## config.mk

```make
export PLATFORM = sky130hd
export DESIGN_NAME = fec_frame_encoder_flat
export DESIGN_NICKNAME = d
export VERILOG_FILES = /design/src/rtl/fec_frame_encoder_if.sv /design/src/rtl/fec_frame_encoder.sv /design/src/flat_wrapper.sv
export SDC_FILE = /design/constraint.sdc
export NUM_CORES = 1
export LEC_CHECK = 0
export ABC_CLOCK_PERIOD_IN_PS = 9850
export CORE_MARGIN = 1.5
export CORE_UTILIZATION = 30
export DETAILED_ROUTE_END_ITERATION = 7
export SLEW_MARGIN = 20
export SYNTH_ARGS = -nofsm -noshare
export SYNTH_HDL_FRONTEND = slang
export SYNTH_SLANG_ARGS = --single-unit
```

## constraint.sdc

```tcl
create_clock -name clk -period 9.85 [get_ports clk]
set_input_delay 1.97 -clock clk [delete_from_list [all_inputs] [get_ports clk]]
set_output_delay 1.97 -clock clk [all_outputs]
set_load 0.05 [all_outputs]
```

## src/rtl/fec_frame_encoder_if.sv

```systemverilog
// Frame-in / result-out bundle for fec_frame_encoder.
// The diag_p signal exists only when FEC_DIAG_PARITY_EN is defined.
interface fec_frame_encoder_if #(
  parameter int unsigned NUM_BYTES = 7,
  parameter int unsigned CRC_WIDTH = 8
);
  logic                   in_valid;
  logic                   in_ready;
  logic [NUM_BYTES*8-1:0] data_in;
  logic [7:0]             msg_len;
  logic                   out_valid;
  logic                   out_ready;
  logic [CRC_WIDTH-1:0]   crc_out;
  logic [NUM_BYTES:0]     row_p;
  logic [7:0]             col_p;
  logic                   len_err;
  logic                   busy;
`ifdef FEC_DIAG_PARITY_EN
  logic [7:0]             diag_p;

  modport master (
    output in_valid, data_in, msg_len, out_ready,
    input  in_ready, out_valid, crc_out, row_p, col_p, len_err, busy, diag_p
  );
  modport slave (
    input  in_valid, data_in, msg_len, out_ready,
    output in_ready, out_valid, crc_out, row_p, col_p, len_err, busy, diag_p
  );
`else
  modport master (
    output in_valid, data_in, msg_len, out_ready,
    input  in_ready, out_valid, crc_out, row_p, col_p, len_err, busy
  );
  modport slave (
    input  in_valid, data_in, msg_len, out_ready,
    output in_ready, out_valid, crc_out, row_p, col_p, len_err, busy
  );
`endif
endinterface

```

## src/rtl/fec_frame_encoder.sv

```systemverilog
// CRC + 2D row/column parity encoder for one byte frame at a time.
// Optional diagonal parity output enabled by defining FEC_DIAG_PARITY_EN.
module fec_frame_encoder #(
  parameter int unsigned NUM_BYTES      = 7,
  parameter int unsigned CRC_WIDTH      = 8,
  parameter logic [7:0]  CRC_POLY       = 8'h07,
  parameter logic [7:0]  CRC_SEED       = 8'h00,
  parameter int unsigned BITS_PER_CYCLE = 8
) (
  input logic                clk,
  input logic                rst,
  fec_frame_encoder_if.slave bus
);

  localparam int unsigned TOTAL = 8 * NUM_BYTES;
  localparam int unsigned CNT_W = $clog2(TOTAL + 1);
  localparam int unsigned ROW_W = $clog2(NUM_BYTES + 1);
  localparam logic [CRC_WIDTH-1:0] POLY_W = CRC_POLY[CRC_WIDTH-1:0];
  localparam logic [CRC_WIDTH-1:0] SEED_W = CRC_SEED[CRC_WIDTH-1:0];

  typedef enum logic [1:0] {IDLE, CRC, PAR, DONE} state_t;

  state_t                 state_q, state_d;
  logic [TOTAL-1:0]       data_q, data_d;
  logic [TOTAL-1:0]       dsh_q, dsh_d;
  logic [CNT_W-1:0]       rem_q, rem_d;
  logic [CRC_WIDTH-1:0]   crc_q, crc_d;
  logic [ROW_W-1:0]       row_q, row_d;
  logic [CRC_WIDTH-1:0]   crc_out_q, crc_out_d;
  logic [NUM_BYTES:0]     row_p_q, row_p_d;
  logic [7:0]             col_p_q, col_p_d;
  logic                   len_err_q, len_err_d;
  logic                   in_ready_q, out_valid_q, busy_q;

  logic [7:0]             len_c;
  logic [TOTAL-1:0]       masked_c;
  logic [CRC_WIDTH-1:0]   crc_v;
  logic                   crc_last_c;
  logic [NUM_BYTES:0][7:0] mat_c;
  logic [7:0]             row_c;

  // Matrix view: payload rows then the CRC row zero-extended to a byte.
  assign mat_c      = {8'(crc_out_q), data_q};
  assign row_c      = mat_c[row_q];
  assign crc_last_c = (rem_q <= CNT_W'(BITS_PER_CYCLE));

  // Clamp the length and zero the bytes beyond it.
  always_comb begin
    masked_c = '0;
    len_c    = (bus.msg_len > 8'(NUM_BYTES)) ? 8'(NUM_BYTES) : bus.msg_len;
    for (int k = 0; k < int'(NUM_BYTES); k++) begin
      masked_c[8*k +: 8] = (8'(k) < len_c) ? bus.data_in[8*k +: 8] : 8'h00;
    end
  end

  // Serial CRC step over up to BITS_PER_CYCLE of the remaining MSB-first bits.
  always_comb begin
    crc_v = crc_q;
    for (int i = 0; i < int'(BITS_PER_CYCLE); i++) begin
      if (CNT_W'(i) < rem_q) begin
        crc_v = (crc_v << 1) ^ ((crc_v[CRC_WIDTH-1] ^ dsh_q[TOTAL-1-i]) ? POLY_W : '0);
      end
    end
  end

  // Next-state and datapath update.
  always_comb begin
    state_d   = state_q;
    data_d    = data_q;
    dsh_d     = dsh_q;
    rem_d     = rem_q;
    crc_d     = crc_q;
    row_d     = row_q;
    crc_out_d = crc_out_q;
    row_p_d   = row_p_q;
    col_p_d   = col_p_q;
    len_err_d = len_err_q;
    case (state_q)
      IDLE: begin
        if (bus.in_valid) begin
          data_d    = masked_c;
          dsh_d     = masked_c;
          rem_d     = CNT_W'(TOTAL);
          crc_d     = SEED_W;
          len_err_d = (bus.msg_len > 8'(NUM_BYTES));
          state_d   = CRC;
        end
      end
      CRC: begin
        crc_d = crc_v;
        dsh_d = dsh_q << BITS_PER_CYCLE;
        rem_d = rem_q - CNT_W'(BITS_PER_CYCLE);
        if (crc_last_c) begin
          crc_out_d = crc_v;
          row_d     = '0;
          col_p_d   = '0;
          state_d   = PAR;
        end
      end
      PAR: begin
        row_p_d[row_q] = ^row_c;
        col_p_d        = col_p_q ^ row_c;
        if (row_q == ROW_W'(NUM_BYTES)) begin
          state_d = DONE;
        end else begin
          row_d = row_q + ROW_W'(1);
        end
      end
      DONE: begin
        if (bus.out_ready) begin
          state_d = IDLE;
        end
      end
      default: state_d = IDLE;
    endcase
  end

  // State, datapath and registered handshake outputs.
  always_ff @(posedge clk or posedge rst) begin
    if (rst) begin
      state_q     <= IDLE;
      data_q      <= '0;
      dsh_q       <= '0;
      rem_q       <= '0;
      crc_q       <= '0;
      row_q       <= '0;
      crc_out_q   <= '0;
      row_p_q     <= '0;
      col_p_q     <= '0;
      len_err_q   <= 1'b0;
      in_ready_q  <= 1'b1;
      out_valid_q <= 1'b0;
      busy_q      <= 1'b0;
    end else begin
      state_q     <= state_d;
      data_q      <= data_d;
      dsh_q       <= dsh_d;
      rem_q       <= rem_d;
      crc_q       <= crc_d;
      row_q       <= row_d;
      crc_out_q   <= crc_out_d;
      row_p_q     <= row_p_d;
      col_p_q     <= col_p_d;
      len_err_q   <= len_err_d;
      in_ready_q  <= (state_d == IDLE);
      out_valid_q <= (state_d == DONE);
      busy_q      <= (state_d != IDLE);
    end
  end

  assign bus.in_ready  = in_ready_q;
  assign bus.out_valid = out_valid_q;
  assign bus.busy      = busy_q;
  assign bus.crc_out   = crc_out_q;
  assign bus.row_p     = row_p_q;
  assign bus.col_p     = col_p_q;
  assign bus.len_err   = len_err_q;

`ifdef FEC_DIAG_PARITY_EN
  logic [7:0] diag_q, diag_d;

  // Diagonal parity: bit d collects row[r][(r+d) mod 8].
  always_comb begin
    diag_d = diag_q;
    if (state_q == CRC && crc_last_c) begin
      diag_d = '0;
    end else if (state_q == PAR) begin
      for (int d = 0; d < 8; d++) begin
        diag_d[d] = diag_q[d] ^ row_c[3'(row_q) + 3'(d)];
      end
    end
  end

  // Diagonal parity register.
  always_ff @(posedge clk or posedge rst) begin
    if (rst) begin
      diag_q <= '0;
    end else begin
      diag_q <= diag_d;
    end
  end

  assign bus.diag_p = diag_q;
`endif

endmodule

```

## src/flat_wrapper.sv

```systemverilog
// flat-port wrapper written by rule: the top's interface ports become plain ports
module fec_frame_encoder_flat 
#(
  parameter int unsigned NUM_BYTES      = 7,
  parameter int unsigned CRC_WIDTH      = 8,
  parameter logic [7:0]  CRC_POLY       = 8'h07,
  parameter logic [7:0]  CRC_SEED       = 8'h00,
  parameter int unsigned BITS_PER_CYCLE = 8
)
  (clk, rst, bus_in_valid, bus_data_in, bus_msg_len, bus_out_ready, bus_in_ready, bus_out_valid, bus_crc_out, bus_row_p, bus_col_p, bus_len_err, bus_busy);
  fec_frame_encoder_if #(.NUM_BYTES(NUM_BYTES), .CRC_WIDTH(CRC_WIDTH)) bus_i ();
  input logic clk;
  input logic rst;
  input wire logic [$bits(bus_i.in_valid)-1:0] bus_in_valid;
  input wire logic [$bits(bus_i.data_in)-1:0] bus_data_in;
  input wire logic [$bits(bus_i.msg_len)-1:0] bus_msg_len;
  input wire logic [$bits(bus_i.out_ready)-1:0] bus_out_ready;
  output wire logic [$bits(bus_i.in_ready)-1:0] bus_in_ready;
  output wire logic [$bits(bus_i.out_valid)-1:0] bus_out_valid;
  output wire logic [$bits(bus_i.crc_out)-1:0] bus_crc_out;
  output wire logic [$bits(bus_i.row_p)-1:0] bus_row_p;
  output wire logic [$bits(bus_i.col_p)-1:0] bus_col_p;
  output wire logic [$bits(bus_i.len_err)-1:0] bus_len_err;
  output wire logic [$bits(bus_i.busy)-1:0] bus_busy;
  assign bus_i.in_valid = bus_in_valid;
  assign bus_i.data_in = bus_data_in;
  assign bus_i.msg_len = bus_msg_len;
  assign bus_i.out_ready = bus_out_ready;
  assign bus_in_ready = bus_i.in_ready;
  assign bus_out_valid = bus_i.out_valid;
  assign bus_crc_out = bus_i.crc_out;
  assign bus_row_p = bus_i.row_p;
  assign bus_col_p = bus_i.col_p;
  assign bus_len_err = bus_i.len_err;
  assign bus_busy = bus_i.busy;
  fec_frame_encoder #(.NUM_BYTES(NUM_BYTES), .CRC_WIDTH(CRC_WIDTH), .CRC_POLY(CRC_POLY), .CRC_SEED(CRC_SEED), .BITS_PER_CYCLE(BITS_PER_CYCLE)) u_core (.clk(clk), .rst(rst), .bus(bus_i));
endmodule
```

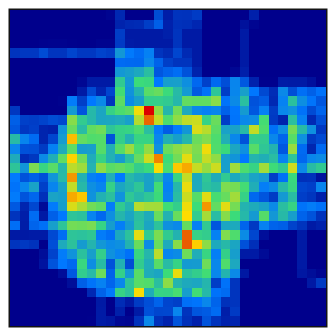
Figure 1: run 1, wiring heat map.
The die is cut into 33 by 33 equal tiles; dark blue is low, red is high, scaled to the fullest tile. Values are wire area over tile area, all layers added.
fullest tile	0.52
nearly empty tiles	29%
mean over tiles	0.12
emptiest ninth of the die	upper left
densest ninth of the die	center
tiles over half the peak	14%

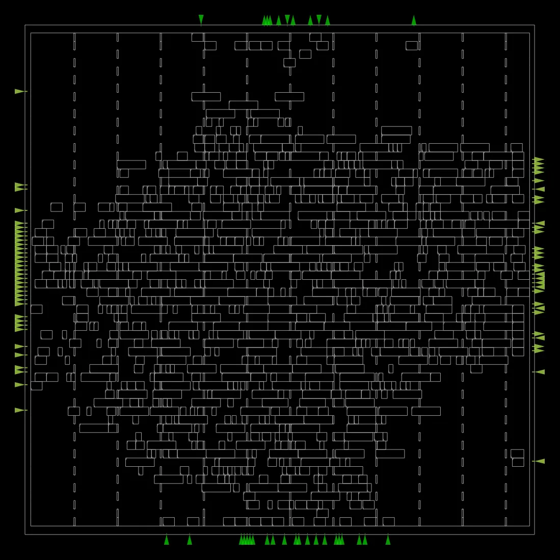
Figure 2: run 1, cell outlines without signal wires.
layout sequential cell count: 156
Tapcells: 330
site row count: 58
Core ar.: 0.0252 sq mm
Layout fillers: 2,511

==> results.txt, run 1 <==
Flow results.

- For met3 alone, demand over resource in global routing was 0.0361.
- The cell-mix breakdown from Yosys lists the simple-gate area share as 0.119.
- The area fraction of the largest cell type after synthesis is 0.505.
- The part of the power in the clock network is 0.200.
- The DRC violation count after routing is 0.
- The worst setup slack before clock tree synthesis is 5.07 ns.
- The master cell of the clock root buffer is sky130_fd_sc_hd__clkbuf_16.
- The async set or reset register ratio after synthesis is 1.00.
- Per the summary, power density relative to cell area is 341 mW/mm^2.
- In this run, post-CTS repair resized a total of 0 instances.
- According to the I/O placement log, the pin count is about 96.
- The total global routing track utilization is 0.165.
- In the finished design, the share of the clock period the worst path needs comes to 0.439.
- The flow ran to the end, and the final reports show no timing, DRC or antenna violations.
- Of the synthesized area, sequential elements account for 0.508.
- After layout, the clock buffer instance count stands at 26.
- Of the total power, the share spent switching nets is 0.403.
- The critical path ends at u_core.crc_q[0].
- The global route stage reports its total congestion overflow as 0.
- The number of DRC markers after the initial detailed-route iteration is 542.
- The share of post-route cells with drive strength above 1 is 0.0909.
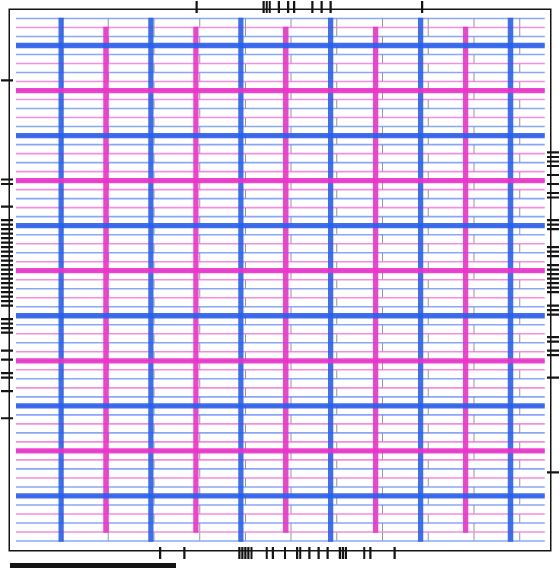
Figure 3: run 1, floorplan with the power grid.
Scale bar: 50 um. Pins as bars on the die edge. Tap cells in gray.
net	color
VDD	magenta
VSS	blue
met1 rails	59
signal pins	96
met5 straps	11
rows	58

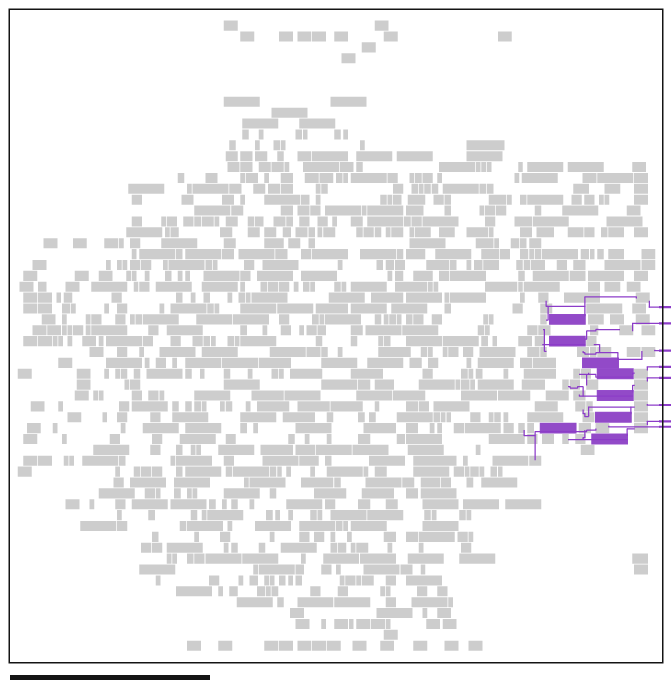
Figure 4: run 1, wires at chosen ports, followed through buffers.
Scale bar: 50 um.
port	color	bits	direction	edge	end cells	buffers	wire
bus_col_p	purple	8	output	right	8	8	233 um

==> run 1: cell families (layout without fill, tap and decap cells) <==
kind of cell,count (synthesis),after routing
buffers and inverters,67,151
adders and majority gates,8,8
and+or+nand+nor,220,220
xor gates and xnor gates,37,37
AOI/OAI and AO/OA,228,228
muxes,36,36
DFF,156,156
==> run 1: stage by stage <==
step	hold WS (ns)	utilization	std cells	power (uW)
finish	0.481	0.377	1166	3240
global route	0.503	0.377	1166	3470
CTS	0.484	0.377	1166	3260
detailed placement	0.467	0.354	1134	2600
global placement	0.458	0.354	1134	2570
floorplan	0.445	-	752	2210
==> run 1: metal layers <==
layer  vias to the layer above  routed length, um  share of wire
met5                         -                  0              0
met4                         0                299          0.014
met3                        16               1010          0.049
met2                       140               8970           0.43
met1                      2866              10600           0.51
li1                       2804                  -              -
Figure 5. Cells colored by class (run 1).
Fill, decap, tap and diode cells in gray.
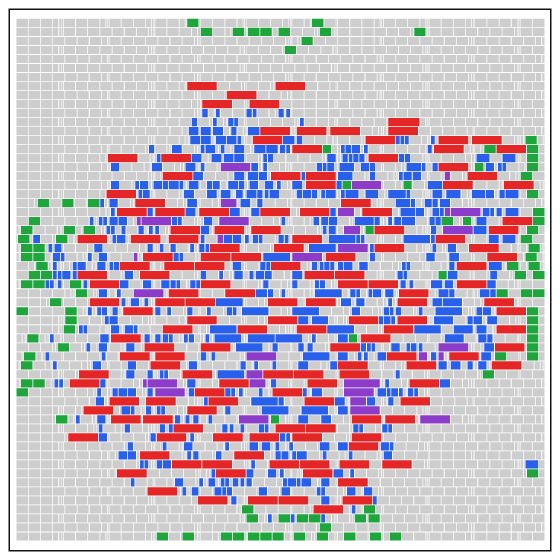

--- run 2 (diff from run 1) ---
- ABC_CLOCK_PERIOD_IN_PS: 9850 -> 3520
- clock period: 9.85 -> 3.52 ns (I/O delays scaled with it)
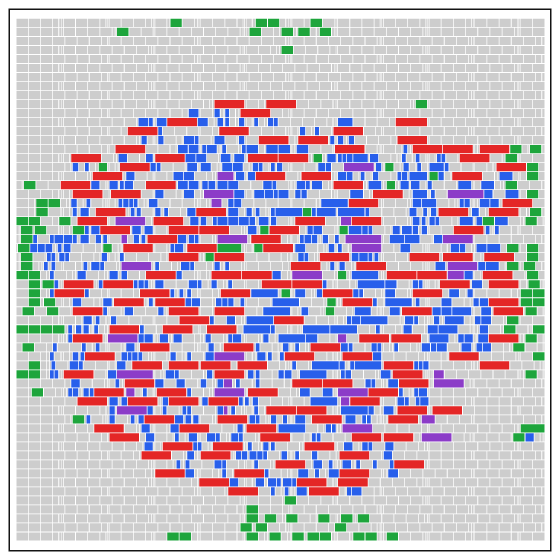
Figure 6: run 2, cells colored by class.
Fill, decap, tap and diode cells in gray.
class	color	cells	share of their area
clock drivers and dummy loads	purple	32	6.7%
other buffers and delay cells	green	112	12%
all other logic	blue	544	39%
flip-flops	red	156	42%

==> run 2 against run 1 <==
Against the previous run:
- die size stayed put
- count of clock-buffer cells in the layout fell by 6
- hold slack gained 0.0011 ns
- sequential power rose to 2.8 times the previous value
- combinational power rose to 2.9 times the previous value
- register-to-register slack lost 5.5 ns
- non-clock buffer count increased by 8
- critical endpoint is now u_core.bus.row_p[5]
- largest power group unchanged
==> results.txt, run 2 <==
Flow results.

- The capturing element type of the critical path is a flip-flop.
- The worst hold slack across all endpoints was 0.482 ns (+0.00112 ns).
- The aggregate global routing overflow is 0 (unchanged).
- The core footprint is 0.0252 sq mm (unchanged).
- The total of cells resized after clock tree synthesis is 0 (unchanged).
- The wire length on met3 is 1090 um (+7.2%).
- The total global routing track utilization is 0.168 (+0.00297).
- The largest driver fanout on the critical path is 26.
- The clock tree skew after final layout is between 0.01 and 0.015 ns.
- The part of the power in the clock network is 0.207 (+0.007).
- The number of ports placed on the die boundary is 96 (unchanged).
- In this run, distinct cell masters in the synthesized netlist total about 44.
- Dividing the final minimum period by the clock period gives 0.813.
- The power drawn by the clock network is ~1900 uW.
- The total power draw was 9330 uW (+190%).
- The flow ran to the end, and the final reports show no timing, DRC or antenna violations.
- The detailed-router iteration count before antenna repair is 5.
- The area added between synthesis and finish is 25.3%.
- The number of standard-cell rows in the floorplan came to 58 (unchanged).
- The clock tree buffer count of the final layout was 20 (-23%).
- CTS reports a maximum clock tree buffer depth of 2.
- The last element of the critical path is u_core.bus.row_p[5].
- The first global-routing pass estimated 33,300 um of wire.
- For this design, the sink count on the clock tree is 156.
- The worst setup slack before clock tree synthesis is 0.640 ns (-4.43 ns).
- The number of antenna repair diodes is 0.
- The DRC violation count after routing is 0 (unchanged).
- In this run the critical path is formed by mux4_2 > mux2i_1 > xor2_2 > xnor2_2 > xnor2_2 > mux2_1.
- The number of DRC markers after the initial detailed-route iteration is 487 (-10%).
- The inserted tap cell count is 330 (unchanged).
- The switching portion of total power is 0.405 (+0.00195).
- The endpoint of the worst hold-timing path is u_core.data_q[28].
- The highest metal layer carrying signal wires in the routed design is met4.
- Entering global routing, the biggest net connects 157 pins.
- For this design, the slowest cell found on the critical path is sky130_fd_sc_hd__dfrtp_1.
- The number of placed instances with taps included is 1,142 (+0.71%).
- The global routing usage on met3 came to 0.0391 (+0.00305).
- The share of post-route cells with drive strength above 1 came to 0.102 (+0.0110).
- The area share of the leading cell type in the synthesized netlist came to 0.505 (unchanged).
- The master cell of the clock root buffer is sky130_fd_sc_hd__clkbuf_16.
- The cell area power density is 970 mW/mm^2 (+180%).
- The flip-flop and latch count is 156 (unchanged).
- The amount of wire on met2 after detailed routing came to 9400 um (+4.7%).
- The buffering stage count on the worst path with inverters included is 0.
- The routed length on met1 was 10,700 um (+0.95%).
- The sequential share of the synthesized area was 0.508 (unchanged).
- The async set or reset register ratio after synthesis is 1.00 (unchanged).
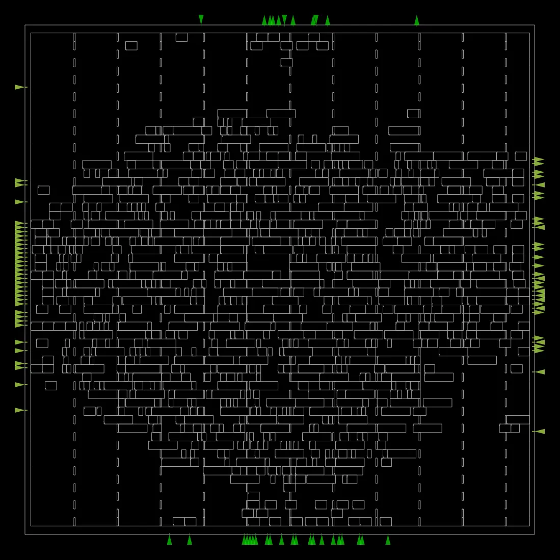
Figure 7: run 2, cell outlines without signal wires.
Layout fillers: 2,487
post-route insts no fill: 1,174
sequential fraction of total cell area: 0.406
final design utilization: 0.382

run 2: netlist changes by cell type in the layout (fill, tap and decap cells not counted), sizes merged:
cell,before,now
inv,15,16
buf,9,17
bufinv,1,3
clkinv,4,3
clkbuf,26,20
clkinvlp,1,5
run 2: kinds of logic (layout without fill, tap and decap cells):
| group | count (synthesis) | in the layout | share of synthesized area |
|---|---|---|---|
| and+or+nand+nor | 220 | 220 | 0.119 |
| muxes | 36 | 36 | 0.0832 |
| AOI/OAI and AO/OA | 228 | 228 | 0.195 |
| adders and majority gates | 8 | 8 | 0.0130 |
| buffers and inverters | 67 | 159 | 0.0360 |
| xor gates and xnor gates | 37 | 37 | 0.0461 |
| DFF | 156 | 156 | 0.508 |
Figure 8. Wiring heat map (run 2).
The die is cut into 33 by 33 equal tiles; dark blue is low, red is high, scaled to the fullest tile. Values are wire area over tile area, all layers added.
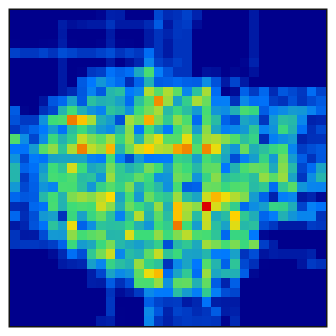

--- run 3 (diff from run 2) ---
- ABC_CLOCK_PERIOD_IN_PS: 3520 -> 2600
- clock period: 3.52 -> 2.6 ns (I/O delays scaled with it)
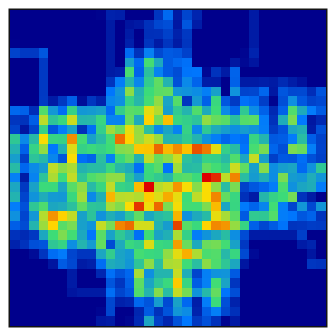
Figure 9: run 3, wiring heat map.
The die is cut into 33 by 33 equal tiles; dark blue is low, red is high, scaled to the fullest tile. Values are wire area over tile area, all layers added.
emptiest ninth of the die	upper left
fullest tile	0.51
nearly empty tiles	30%
densest ninth of the die	center

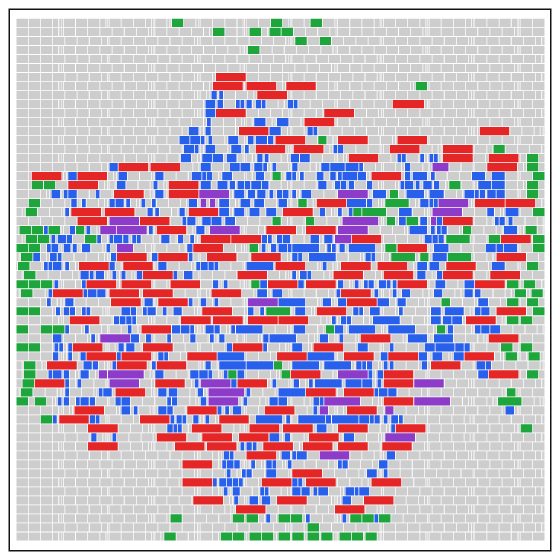
Figure 10: run 3, cells colored by class.
Fill, decap, tap and diode cells in gray.
class	color	cells	share of their area
other buffers and delay cells	green	122	13%
all other logic	blue	544	38%
flip-flops	red	156	42%
clock drivers and dummy loads	purple	32	7.1%

==> run 3 against run 2 <==
Against the previous run:
- combinational power is 37% higher
- synthesized area stayed put
- register-to-register slack worse by 0.44 ns
- worst setup slack worse by 0.44 ns
- die size stayed put
- via count is 0.70% higher
- sequential power is 37% higher
- cell area is 2.0% higher
- clock power is 46% higher
- hold slack better by 0.0033 ns
- global-route usage is 0.33 points higher
==> results.txt, run 3 <==
Flow results.

- The area share of the leading cell type in the synthesized netlist came to 0.505 (unchanged).
- The area share of and/or/nand/nor cells after synthesis came to 0.119 (unchanged).
- The flow ran to the end, and the final reports show no timing, DRC or antenna violations.
- The total global routing track utilization is 0.171 (+0.00328).
- The fraction of standard cell area that is sequential is 0.398 (-0.00781).
- The pin count of the biggest net entering global routing came to 115 (-27%).
- The DRC violation count after routing is 0 (unchanged).
- The wire length on met3 is 1140 um (+5.1%).
- The last element of the critical path is u_core.bus.row_p[5].
- The number of standard-cell rows in the floorplan is 58 (unchanged).
- The number of distinct standard cells referenced by the synthesized netlist is 44 (unchanged).
- The flip-flop and latch count is 156 (unchanged).
- The total of cells resized after clock tree synthesis is 0 (unchanged).
- The clock tree skew after final layout came to 0.00938 ns (-0.00101 ns).
- The worst hold slack across all endpoints is 0.485 ns (+0.00328 ns).
- The cell area power density is 1320 mW/mm^2 (+36%).
- The number of placed instances with taps included was 1,152 (+0.88%).
- The uppermost metal layer occupied by signal nets is met4.
- Between the synthesized netlist and the finished layout, the area growth was recorded as 27.7%.
- The synthesized-area fraction occupied by ao, oa, aoi and oai cells was 0.195 (unchanged).
- The aggregate global routing overflow is 0 (unchanged).
- The global routing usage on met3 is 0.0264 (-0.0127).
- The number of antenna repair diodes is 0 (unchanged).
- The multiplexer area fraction after synthesis was 0.0832 (unchanged).
- The core footprint is 0.0252 sq mm (unchanged).
- The final period utilization was 0.916 (+0.103).
- The number of DRC markers after the initial detailed-route iteration is 487 (unchanged).
- The endpoint of the worst hold-timing path is u_core.data_q[19].
- The async set or reset register ratio after synthesis was 1.00 (unchanged).
[run 3: cell counts after synthesis]
No cell type changed its count.
[run 3: worst max-delay path, cell delays in order (launching register included)]
cell and delay, ns:
sky130_fd_sc_hd__dfrtp_1 0.39, sky130_fd_sc_hd__buf_12 0.20, sky130_fd_sc_hd__mux4_2 0.56, sky130_fd_sc_hd__mux2i_4 0.25, sky130_fd_sc_hd__xor2_2 0.20, sky130_fd_sc_hd__xnor2_2 0.16, sky130_fd_sc_hd__xnor2_2 0.17, sky130_fd_sc_hd__mux2_1 0.31
[run 3: where the power goes]
group / switching, uW / internal, uW
sequential: 883 / 3470
clock: 1010 / 1800
combinational: 3230 / 2550
total: 5130 / 7820
Power is estimated from default activity; no workload was simulated.
